### src/rtl/seq_detect_pkg.sv
// Shared helpers for the serial pattern detector.
// Both functions are evaluated at elaboration to build the transition table.
package seq_detect_pkg;

  localparam int MAX_LEN = 16;

  // Longest prefix of pattern that is a suffix of (prefix_p ++ b).
  // A result equal to len means the pattern just completed.
  function automatic int next_prefix(
    logic [15:0] pattern,
    int          len,
    int          p,
    logic        b
  );
    logic [16:0] s;
    int          res;
    logic        ok;
    s   = '0;
    res = 0;
    for (int i = 0; i < MAX_LEN; i++) begin
      if (i < p) s[5'(i)] = pattern[4'(len - 1 - i)];
    end
    s[5'(p)] = b;
    for (int k = 1; k <= MAX_LEN; k++) begin
      if (k <= p + 1 && k <= len) begin
        ok = 1'b1;
        for (int j = 0; j < MAX_LEN; j++) begin
          if (j < k) begin
            if (s[5'(p + 1 - k + j)] != pattern[4'(len - 1 - j)])
              ok = 1'b0;
          end
        end
        if (ok) res = k;
      end
    end
    return res;
  endfunction

  // Longest proper border: prefix that is also a suffix.
  function automatic int border_len(
    logic [15:0] pattern,
    int          len
  );
    int   res;
    logic ok;
    res = 0;
    for (int k = 1; k < MAX_LEN; k++) begin
      if (k < len) begin
        ok = 1'b1;
        for (int j = 0; j < MAX_LEN; j++) begin
          if (j < k) begin
            if (pattern[4'(len - 1 - j)] != pattern[4'(k - 1 - j)])
              ok = 1'b0;
          end
        end
        if (ok) res = k;
      end
    end
    return res;
  endfunction

endpackage

### src/rtl/seq_detect_fsm_counter.sv
// Saturating match counter for the serial pattern detector.
// Clear takes priority over increment; the value sticks at all-ones.
module seq_sat_counter
  import seq_detect_pkg::*;
#(
  parameter int CNT_W = 8
) (
  input  logic             clock,
  input  logic             reset,
  input  logic             clear,
  input  logic             inc,
  output logic [CNT_W-1:0] count
);

  always_ff @(posedge clock or posedge reset) begin
    if (reset) begin
      count <= '0;
    end else if (clear) begin
      count <= '0;
    end else if (inc && count != '1) begin
      count <= count + CNT_W'(1);
    end
  end

endmodule

### src/rtl/seq_detect_fsm.sv
// Parametrised serial pattern detector with KMP transition table.
// Overlap mode picks the post-match state: border length or zero.
module seq_detect_fsm
  import seq_detect_pkg::*;
#(
  parameter int                 PAT_LEN = 4,
  parameter logic [PAT_LEN-1:0] PATTERN = 4'b1011,
  parameter int                 CNT_W   = 8
) (
  input  logic                       clock,
  input  logic                       reset,
  input  logic                       clear,
  input  logic                       valid_in,
  input  logic                       A,
  input  logic                       overlap_en,
  output logic                       Y,
  output logic [CNT_W-1:0]           match_count,
  output logic [$clog2(PAT_LEN)-1:0] progress
);

  localparam int          PW    = $clog2(PAT_LEN);
  localparam int          NS    = 1 << PW;
  localparam logic [15:0] PAT16 = 16'(PATTERN);
  localparam int          F     = border_len(PAT16, PAT_LEN);

  logic          hit_t [2*NS];
  logic [PW-1:0] nx_ov [2*NS];
  logic [PW-1:0] nx_no [2*NS];

  logic [PW-1:0] st;
  logic [PW:0]   idx;
  logic          hit;
  logic          inc;

  // Table entry {p, b}; unreachable states fall back to zero.
  for (genvar i = 0; i < NS; i++) begin : g_st
    for (genvar b = 0; b < 2; b++) begin : g_bit
      localparam int N = (i < PAT_LEN) ?
        next_prefix(PAT16, PAT_LEN, i, (b == 1)) : 0;
      localparam int E = 2 * i + b;
      assign hit_t[E] = (N == PAT_LEN);
      assign nx_ov[E] = PW'((N == PAT_LEN) ? F : N);
      assign nx_no[E] = PW'((N == PAT_LEN) ? 0 : N);
    end
  end

  assign idx = {st, A};
  assign hit = hit_t[idx];
  assign inc = valid_in & hit;

  always_ff @(posedge clock or posedge reset) begin
    if (reset) begin
      st <= '0;
      Y  <= 1'b0;
    end else if (clear) begin
      st <= '0;
      Y  <= 1'b0;
    end else if (valid_in) begin
      Y  <= hit;
      st <= overlap_en ? nx_ov[idx] : nx_no[idx];
    end else begin
      Y  <= 1'b0;
    end
  end

  assign progress = st;

  seq_sat_counter #(
    .CNT_W(CNT_W)
  ) u_cnt (
    .clock(clock),
    .reset(reset),
    .clear(clear),
    .inc  (inc),
    .count(match_count)
  );

endmodule

### config.mk
export PLATFORM = sky130hd
export DESIGN_NAME = seq_detect_fsm
export DESIGN_NICKNAME = d
export VERILOG_FILES = /design/src/rtl/seq_detect_pkg.sv /design/src/rtl/seq_detect_fsm_counter.sv /design/src/rtl/seq_detect_fsm.sv
export SDC_FILE = /design/constraint.sdc
export NUM_CORES = 1
export LEC_CHECK = 0
export CORE_MARGIN = 3
export CORE_UTILIZATION = 30
export DETAILED_ROUTE_END_ITERATION = 10
export GPL_ROUTABILITY_DRIVEN = 0
export HOLD_SLACK_MARGIN = 0.06
export SYNTH_ARGS = -nofsm -noshare
export SYNTH_HDL_FRONTEND = slang
export SYNTH_SLANG_ARGS = --single-unit
### constraint.sdc
create_clock -name clock -period 1.55 [get_ports clock]
set_input_delay 0.155 -clock clock [delete_from_list [all_inputs] [get_ports clock]]
set_output_delay 0.155 -clock clock [all_outputs]
set_load 0.1 [all_outputs]
**Run 1: clock wiring as the flow saved it**

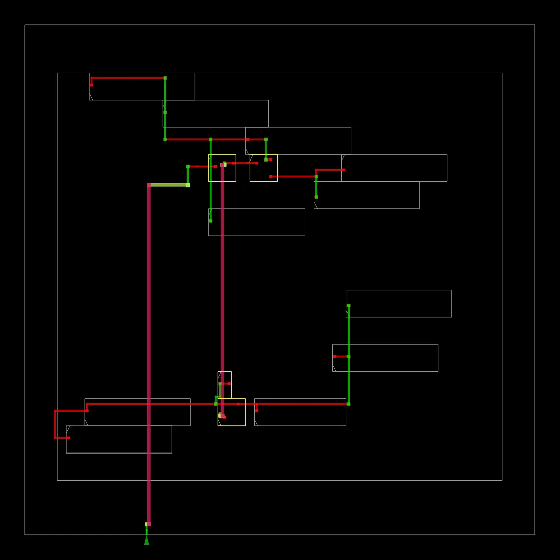
count of clock buffers in the final design: 4
TritonCTS sink count: 11
insertion delay to the later sink of the worst-skew pair: 270 ps

**Run 1: placement by cell class**

Drawn at 8 px/um. Fill, decap, tap and diode cells in grey.
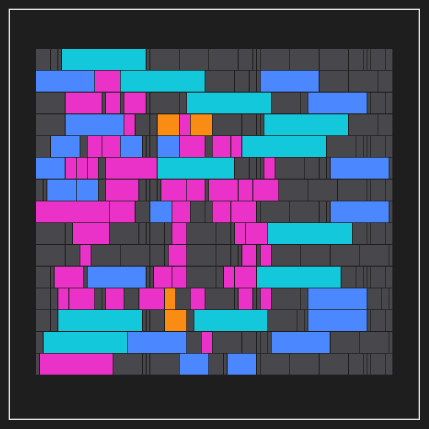
legend:
  magenta:
    class: remaining logic cells
    cells: 49
  orange:
    class: clock drivers and dummy loads
    cells: 4
  cyan:
    class: registers
    cells: 11
  blue:
    class: remaining buffers and delay cells
    cells: 20

**Run 1: the metal 2 layer**

Drawn at 8 px/um.
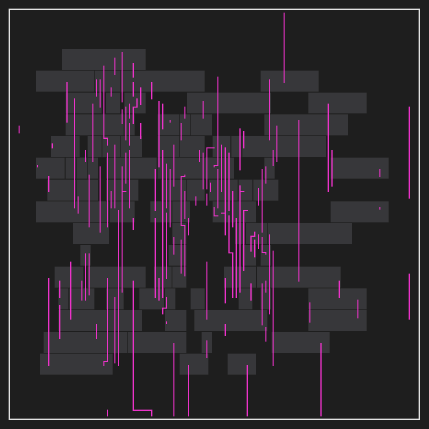
nets with wire on the layer: 81
wire length on this layer: 640 um
share of all routed wire: 47%

-- run 1: state kept, by name, summed over array words and instances (netlist names) --
register and count:
Y 1, u_cnt.count 8, progress 2
-- run 1: cell families (layout without fill, tap and decap cells) --
| group | after synthesis | count (layout) | synth area share, % |
|---|---|---|---|
| XOR/XNOR | 3 | 3 | 4.31 |
| buffers and inverters | 7 | 30 | 4.31 |
| flip-flops | 11 | 11 | 45.2 |
| AND/OR/NAND/NOR | 19 | 19 | 19.1 |
| adder cells (fa/ha/maj) | 4 | 4 | 8.21 |
| multiplexers | 2 | 2 | 3.29 |
| AND-OR/OR-AND | 15 | 15 | 15.6 |
-- run 1: per-layer routing --
layer / vias up / global-route usage [%] / routed length [um]
li1: 267 / - / -
met1: 262 / 13.4 / 610
met2: 16 / 20.6 / 639
met3: 4 / 2.04 / 49
met4: 0 / 12.6 / 59
met5: - / 0 / 0
-- run 1: path summary, 6_finish.rpt --
path	start	endpoint	slack [ps]	cells past startpoint
worst max-delay path	u_cnt.count[0]$_DFFE_PP0P_	u_cnt.count[4]$_DFFE_PP0P_	100	5
min in group clock	progress[1]$_DFFE_PP0P_	progress[1]$_DFFE_PP0P_	590	1
max in group asynchronous	reset	u_cnt.count[5]$_DFFE_PP0P_	1050	2
worst min register to register	progress[1]$_DFFE_PP0P_	progress[1]$_DFFE_PP0P_	590	1
worst max register to register	u_cnt.count[0]$_DFFE_PP0P_	u_cnt.count[4]$_DFFE_PP0P_	100	5
worst min-delay path	reset	Y$_DFF_PP0_	170	2
-- run 1: power by group --
part	switching (mW)	total, mW	internal (mW)
Sequential	0.00664	0.298	0.291
Combinational	0.0436	0.0758	0.0322
Clock	0.0984	0.198	0.0996
==> run summary, run 1 <==
Physical design

The flow ran to the end, and the final reports show no timing, DRC or antenna violations. Once iteration 0 of detailed routing completed, the report listed 4 DRC markers. The worst hold slack stands at roughly 170 ps. Broken down by cell family, the worst path's largest delay share belongs to flip-flops.

Summing every instance area after synthesis gives approximately 600 sq um. The full die area stands at roughly 0.0026 sq mm. The final instance count without filler cells stands at 109.

Per the OpenROAD floorplan log, the height of the die is just over 50 um. Looking at area per cell type in the netlist, the leader is sky130_fd_sc_hd__dfrtp_1. In the final layout, non-clock buffers account for between 20% and 30% of the cell area. The portion of the clock cycle consumed by the worst path in the final layout stands at 93.7%.

The average cell area after synthesis stands at 9.99 sq um. Once layout is done, the placed cells without fillers occupy around 0.001 sq mm. Relative to the synthesized area, the layout overhead comes to 68.6%. The leakage power stands at about 0.40 nW.

The number of synthesized flops with an enable pin stands at 0. The main area contributors are sky130_fd_sc_hd__dfrtp_1 (45%), sky130_fd_sc_hd__ha_1 (8.2%), sky130_fd_sc_hd__nor2_1 (4.9%). The largest fanout on the critical path stands at 6.

Per the synth stats, the flop cell with the highest instance count is sky130_fd_sc_hd__dfrtp_1. The aggregate global-route resource usage stands at between 10 and 15%. The total DRC errors in the routed layout stands at 0. The residual overflow from global routing stands at 0. TritonCTS built the clock tree.

The net count of the finished layout is between 90 and 100. The final antenna diode tally reported by the flow is 0. The count of multi-input combinational gates stands at 43. The number of buffers created by CTS stands at 3. The number of violations of the max-capacitance limit stands at 0.

Setup repair after global routing could not meet its margin everywhere. The number of synthesized register bits stands at 11. Hold-check failures listed in the final report amount to 0.

The clock network takes up between 2 and 3% of total cell area after layout. The top-level I/O count stands at 17. Dividing the detail-routed wire length by the instance count gives between 10 and 15 um. The wire length recorded after detailed routing is roughly 1400 um. Yosys reports a chip area of ~600 sq um.

The total number of H-tree levels stands at 1. The combined area of the multi-input logic cells stands at 337 sq um. Of the synthesized area, sequential elements account for around 45%. The final worst-path setup slack stands at 98.3 ps. The synthesis report gives the async set-or-reset register share as 100%. Counting tap cells, the placed design contains a total of 105 instances. The number of gates resized after CTS was 0.

The count of standard-cell rows stands at 15. Of the cells placed in the final design, the portion with a size suffix greater than 1 is around 40%. The length of the first detailed-routing pass in iterations stands at 4. For this run the top cell type by instance count after synthesis was sky130_fd_sc_hd__dfrtp_1.

The floorplan utilization stands at between 30% and 40%. Sorting the synthesized cells by how often they occur yields sky130_fd_sc_hd__dfrtp_1 (11), sky130_fd_sc_hd__nor2_1 (8), sky130_fd_sc_hd__inv_1 (6), sky130_fd_sc_hd__ha_1 (4), sky130_fd_sc_hd__o21ai_0 (4). The first global-routing pass estimated ~2300 um of wire.

The final-layout setup total negative slack stands at 0 ps. Entering global routing, the biggest net connects 12 pins. The registers of the reported paths see a clock transition of around 70 ps. The post-CTS hold buffer count recorded in the log is 0. The fmax stands at between 600 and 700 MHz. The number of buffers and inverters on the critical path stands at 0. The biggest slice of the area belongs to multi-input combinational cells.

The tap cell count stands at 25. Summing all flip-flop and latch instances after layout gives just over 300 sq um. In this run the horizontal extent of the chip is 51.1 um. The cell count listed in synth_stat.txt stands at around 60.

Dividing the detail-routed via count by the number of cells gives ~5. STA classifies the critical path endpoint as a flip-flop. The final timing report lists a max-slew violation count of 0. The total power stands at ~0.57 mW. Per STA, the highest per-stage delay on the worst path measures approximately 460 ps.

The total power density per cell area stands at 556 mW/mm^2. The detail route stage leaves a number of antenna-violating nets equal to 0. When the netlist entered floorplanning its net count stood at a little over 70. The post-CTS setup repair buffer count stands at 0.

In this run the worst hold path is classified as input port to asynchronous set/reset pin. Per the slew report, the remaining headroom to the max-slew limit stands at between 70 and 80%. The final setup violation count stands at 0.

For this design, the slowest cell found on the critical path is sky130_fd_sc_hd__dfrtp_4. The number of global-route vias before repair stands at around 540. In this run the VDD rail shows a maximum IR drop of around 0.46 mV. Looking at the max-slew report, the worst-margin pin has a slew of just over 400 ps.

The cell sitting at the root of the clock tree is a sky130_fd_sc_hd__clkbuf_4. The number of inverters outside the clock class in the layout stands at 6. The worst path needs roughly 1500 ps of the cycle, external delays included.

Buffers placed on the I/O ports in this run total 16. The final sequential cell count stands at 11. The number of antenna violations at the first check in global routing stands at 0.

Leaving out fill and tap cells, the most frequent cell in the layout is sky130_fd_sc_hd__buf_12. Clock skew on the completed layout was measured at 2.70 ps. The worst setup path is launched from a flip-flop. The synthesis report lists the Yosys warning total as 0. The detailed-route via count stands at between 500 and 600. The critical path in this run is classified as flip-flop to flip-flop. The endpoint arrival time on the critical path stands at between 1500 and 2000 ps. The final HPWL from detailed placement stands at 1090 um. The end-of-flow core utilization stands at a little under three fifths. Leaving out fill and tap cells, the most frequent cells in the layout are sky130_fd_sc_hd__buf_12 (11), sky130_fd_sc_hd__dfrtp_4 (9), sky130_fd_sc_hd__nor2_1 (8).

The synthesized instance count stands at between 60 and 70. The number of filler instances in the final layout stands at 161. The data required time at the worst endpoint stands at 1690 ps. The final layout report lists a non-clock buffer count of 20. Once placement finished, the instance area stood at between 0.001 and 0.0015 sq mm. The buffer depth of the longest clock path stands at 2. The number of warnings in the stage logs stands at 30. The report lists the cells along the critical path as ha_4, nand3_1, o2111ai_1, xor2_1, nor2_1. Of the total standard cell area in the layout, the sequential portion is 30.2%. The core area stands at about 0.0018 sq mm. Setup slack on the worst path after placement came out at -91.3 ps.

The count of distinct cell types in the synthesized netlist stands at 25. Across the whole layout, multi-input logic makes up approximately a third of the cell area. After synthesis, the largest area contributor takes up a little under half of total cell area.
==> run 2: changes to the inputs <==
--- a/config.mk
+++ b/config.mk
@@ -12,4 +12,5 @@
 export HOLD_SLACK_MARGIN = 0.06
 export SYNTH_ARGS = -nofsm -noshare
 export SYNTH_HDL_FRONTEND = slang
+export SYNTH_HIERARCHICAL = 1
 export SYNTH_SLANG_ARGS = --single-unit
==> run 2 against run 1 <==
  * Non-clock buffer count is 12 higher
  * Critical path depth is 1 lower
  * Clock power hardly changed
  * Largest power group unchanged
  * Largest cell class unchanged
  * Synthesized cell count is 8.2% higher
  * Area after synthesis is 13% higher
  * Setup slack worse by 110 ps
  * Via count is 15% higher
  * Global-route usage is 1.2 points higher
  * Register-to-register slack worse by 110 ps
  * Sequential power is 1% lower
  * Combinational power is 21% higher
  * Total power is 2.4% higher
  * The flow now finishes with violations (negative setup slack)
==> run summary, run 2 <==
Physical design

The flow ran to the end, but the final reports show violations. The checks that failed: negative setup slack. Compared with the post-synthesis result, the final layout area differs by 73.0%.

Setup repair after global routing could not meet its margin everywhere. STA classifies the critical path startpoint as a flip-flop. The summed standard-cell area reported by yosys stands at 691 sq um (+13%). The number of buffers created by CTS was 3 (unchanged).

The number of sinks handled by clock tree synthesis stands at 11 (unchanged). After synthesis, the most frequently instantiated cells are sky130_fd_sc_hd__dfrtp_1 (11), sky130_fd_sc_hd__inv_1 (5), sky130_fd_sc_hd__nor2b_1 (5). The core area came to 0.00206 sq mm (+13%). The residual overflow from global routing stands at 0 (unchanged).

The count of synthesis-stage warnings from yosys was 6 (+6). The count of port buffers added during placement stands at 16 (unchanged). The total number of nets in the final design came to 111 (+17%). The largest net degree at the start of global routing came to 12 (unchanged). The count of standard-cell rows is 16 (+1).

The total sequential power stands at 0.294 mW (-1%). The synthesized net count was 76 (+7.0%). The met1 track utilization from global routing stands at 15.5% (+2.1 points). The met2 usage in global routing is 23.6% (+3.0 points). The combinational power stands at 0.0916 mW (+21%). The average cell area after synthesis stands at 10.5 sq um (+4.8%). The leakage power is 0.523 nW (+29%). The fraction of final layout cells with drive strength greater than 1 stands at 52.0% (+13 points). The global-route wire length before repair was 2780 um (+19%). The async set-or-reset flop fraction in the synthesized netlist is 100% (unchanged). The floorplan utilization stands at 33.5% (about the same). The register share after synthesis came to 39.9% (-5.3 points). The cell count listed in synth_stat.txt stands at 66 (+8.2%). The actual transition at the worst max-transition pin was 356 ps (-58.8 ps). The largest stage delay on the critical path stands at 490 ps (+30 ps). Looking at the setup timing report, the critical path kind is flip-flop to flip-flop. Per the CTS log, the root buffer master is sky130_fd_sc_hd__clkbuf_4.

The number of antenna cells inserted came to 0 (unchanged). The die width stands at 54.0 um (+5.7%). The clock latency on the worst-skew pair stands at 270 ps (about the same). The fmax stands at 640 MHz (-7.1%). sky130_fd_sc_hd__dfrtp_1 takes more of the synthesized area than any other cell. The synthesis stats list as the most numerous cell sky130_fd_sc_hd__dfrtp_1. The switching fraction of total power is 26.5% (+0.49 points). The detailed-route via count stands at 634 (+15%). The end-of-flow core utilization stands at 57.9% (+1.5 points). The area of all placed cells without fillers stands at 0.00119 sq mm (+16%). The pre-CTS setup slack stands at -347 ps (-256 ps).

The final instance count without filler cells was 127 (+17%). The combinational share of power was 15.7% (+2.4 points). The number of placed cells counting well taps stands at 120 (+14%). The clock slew at the register clock pins of the worst setup and hold paths was 80 ps (about the same). The count of distinct cell types in the synthesized netlist is 28 (+12%). Ranking logic cells in the layout by count gives the top entries sky130_fd_sc_hd__buf_4 (16), sky130_fd_sc_hd__buf_12 (11).

The total power stands at 0.586 mW (+2.4%). The number of antenna-violating nets in the routed design is 0 (unchanged). After synthesis, the cell types taking the most area are sky130_fd_sc_hd__dfrtp_1 (40%), sky130_fd_sc_hd__mux2_4 (8.7%), sky130_fd_sc_hd__ha_1 (7.2%).

The peak supply drop stands at 0.393 mV (-14%). The placed cell area is 0.00114 sq mm (+14%). Listed in order, past its start point the critical path passes ha_4, and3_4, a211oi_2, mux2_4. The top-level I/O count stands at 17 (unchanged). The data required time at the worst endpoint is 1710 ps (+20 ps). The largest individual stage delay along the critical path comes from the cell sky130_fd_sc_hd__dfrtp_4. The die boundary height came to 54.0 um (+5.7%). The routed length per instance stands at 12.8 um (+2.7%).

The largest fanout on the critical path was 3 (-3). The final-layout setup total negative slack is -21.6 ps (-21.6 ps). The fraction of post-synthesis cell area in the top cell type by area stands at 39.9% (-5.3 points). The number of filler instances in the final layout is 173 (+7.5%). u_cnt/count holds more flip-flops than any other register. The number of warnings in the stage logs came to 31 (+3.3%). Among logic cells in the layout, the one with the most instances is sky130_fd_sc_hd__buf_4. The flip-flop count of the largest register, all copies and words added stands at 8 (unchanged).

The total power density per cell area is 490 mW/mm^2 (-12%). The portion of the clock cycle consumed by the worst path in the final layout stands at 101% (+7.2 points). The clock network fraction of design power stands at 34.1% (-0.5 points). The via-per-instance ratio stands at 4.99 (-0.88%). The number of buffers and inverters on the critical path was 0 (unchanged). The total DRC errors in the routed layout stands at 0 (unchanged).

The number of antenna violations at the first check in global routing stands at 0 (unchanged). The first-iteration detailed-routing DRC count stands at 11 (+7). The total number of H-tree levels stands at 1 (unchanged). The internal power was 0.430 mW (+1.8%). The length of the first detailed-routing pass in iterations was 4 (unchanged).

The final setup violation count is 3 (+3). On the critical path the largest part of the delay comes from flip-flops. The worst hold slack stands at 72.6 ps (-96.7 ps).

The full die area stands at 0.00291 sq mm (+12%). The global routing stage identified its most utilized layer as met2. Among all flip-flop cells after synthesis, the most frequent one is sky130_fd_sc_hd__dfrtp_1. The endpoint arrival time on the critical path stands at 1720 ps (+130 ps). Ranked by power, first place goes to sequential cells.

The sequential fraction of design power is 50.3% (-1.8 points). TritonCTS built the clock tree. The final worst-path setup slack stands at -13.2 ps (-112 ps).

The number of synthesized flops with an enable pin came to 0 (unchanged). The cell area after technology mapping stands at 691 sq um (+13%). The synthesized instance count is 66 (+8.2%). The number of pins exceeding their max-slew limit in the final report stands at 0 (unchanged). The clock period minus final worst setup slack stands at 1560 ps (+112 ps). The buffer depth of the longest clock path stands at 2 (unchanged).

The number of violations of the max-capacitance limit was 0 (unchanged). The type recorded for the worst min-delay path is input port to asynchronous set/reset pin. The power drawn by the clock network came to 0.200 mW (about the same). The global-route track usage on met3 stands at 2.77% (+0.73 points). The number of hold violations in the final report stands at 0 (unchanged). The number of global-route vias before repair came to 616 (+13%).

The power dissipated by switching net loads stands at 0.155 mW (+4.4%). STA classifies the critical path endpoint as a flip-flop. The number of hold-repair buffers added at the cts stage is 0 (unchanged). The worst relative slew slack was 76.3% (+4.0 points). The number of synthesized register bits stands at 11 (unchanged). The clock tree skew after final layout stands at 4.58 ps (+1.88 ps). The wire length reported by the detailed router was 1630 um (+20%).

The aggregate global-route resource usage stands at 13.8% (+1.2 points). The final HPWL from detailed placement stands at 1300 um (+20%).
-- run 2: cell count changes in the layout (fill, tap and decap cells not counted), sizes merged, moves of 2 or more --
cell	previous run	this run
a21oi	3	5
buf	15	27
mux2	0	4
nand2	0	4
nor2	8	4
nor2b	1	5
o2111ai	2	0
o21ai	5	0
o21bai	0	2
xor2	3	0
-- run 2: layout make-up --
cell class	instances	area (sq um)	area share [%]
multi-input combinational	48	423	35.4
clock buffer	4	26.3	2.20
inverter	5	18.8	1.57
timing repair buffer	32	393	32.9
tap	27	33.8	2.83
sequential	11	300	25.1
-- run 2: cell families (layout without fill, tap and decap cells) --
group,Yosys count,count (layout),synth area share (%)
fa+ha+maj,4,4,7.25
simple gates,26,26,22.1
mux,5,5,10.1
buf+inv,7,41,4.89
flops,11,11,39.9
compound gates,13,13,15.8
-- run 2: path summary, 6_finish.rpt --
kind | to | slack [ps] | cells past startpoint | start
max in group asynchronous | u_cnt/count[0]$_DFFE_PP0P_ | 1100 | 2 | reset
worst max-delay path | u_cnt/count[5]$_DFFE_PP0P_ | -10 | 4 | u_cnt/count[1]$_DFFE_PP0P_
min in group clock | progress[0]$_DFFE_PP0P_ | 370 | 4 | A
worst min register to register | progress[1]$_DFFE_PP0P_ | 670 | 2 | progress[1]$_DFFE_PP0P_
worst max register to register | u_cnt/count[5]$_DFFE_PP0P_ | -10 | 4 | u_cnt/count[1]$_DFFE_PP0P_
worst min-delay path | progress[0]$_DFFE_PP0P_ | 70 | 2 | reset
-- run 2: what timing repair did --
item,in CTS,in global routing
gates resized,0,2
pin swaps,3,0
setup buffers,3,0
endpoints found under the setup margin,2,5
-- run 2: routing by layer --
layer,share of wire (%),routed length [um]
met1,44,714
met2,49,793
met3,4.1,67
met4,3.1,50
met5,0,0
**Run 2: the metal 2 layer**

Drawn at 6 px/um.
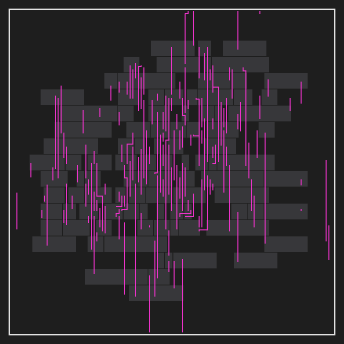
main direction: vertical
longest straight run: 19.0 um
share of all routed wire: 49%
nets with wire on the layer: 102
wire length on this layer: 793 um

**Run 2: placement by cell class**

Drawn at 6 px/um. Fill, decap, tap and diode cells in grey.
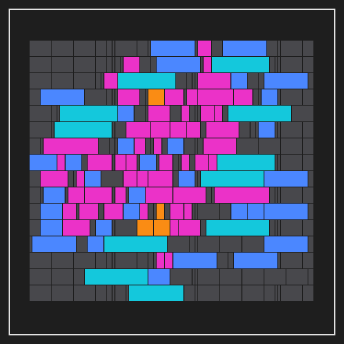
legend:
  cyan:
    class: registers
    cells: 11
  orange:
    class: clock drivers and dummy loads
    cells: 4
  blue:
    class: remaining buffers and delay cells
    cells: 32
  magenta:
    class: remaining logic cells
    cells: 53

Power and IR drop assume default switching activity.
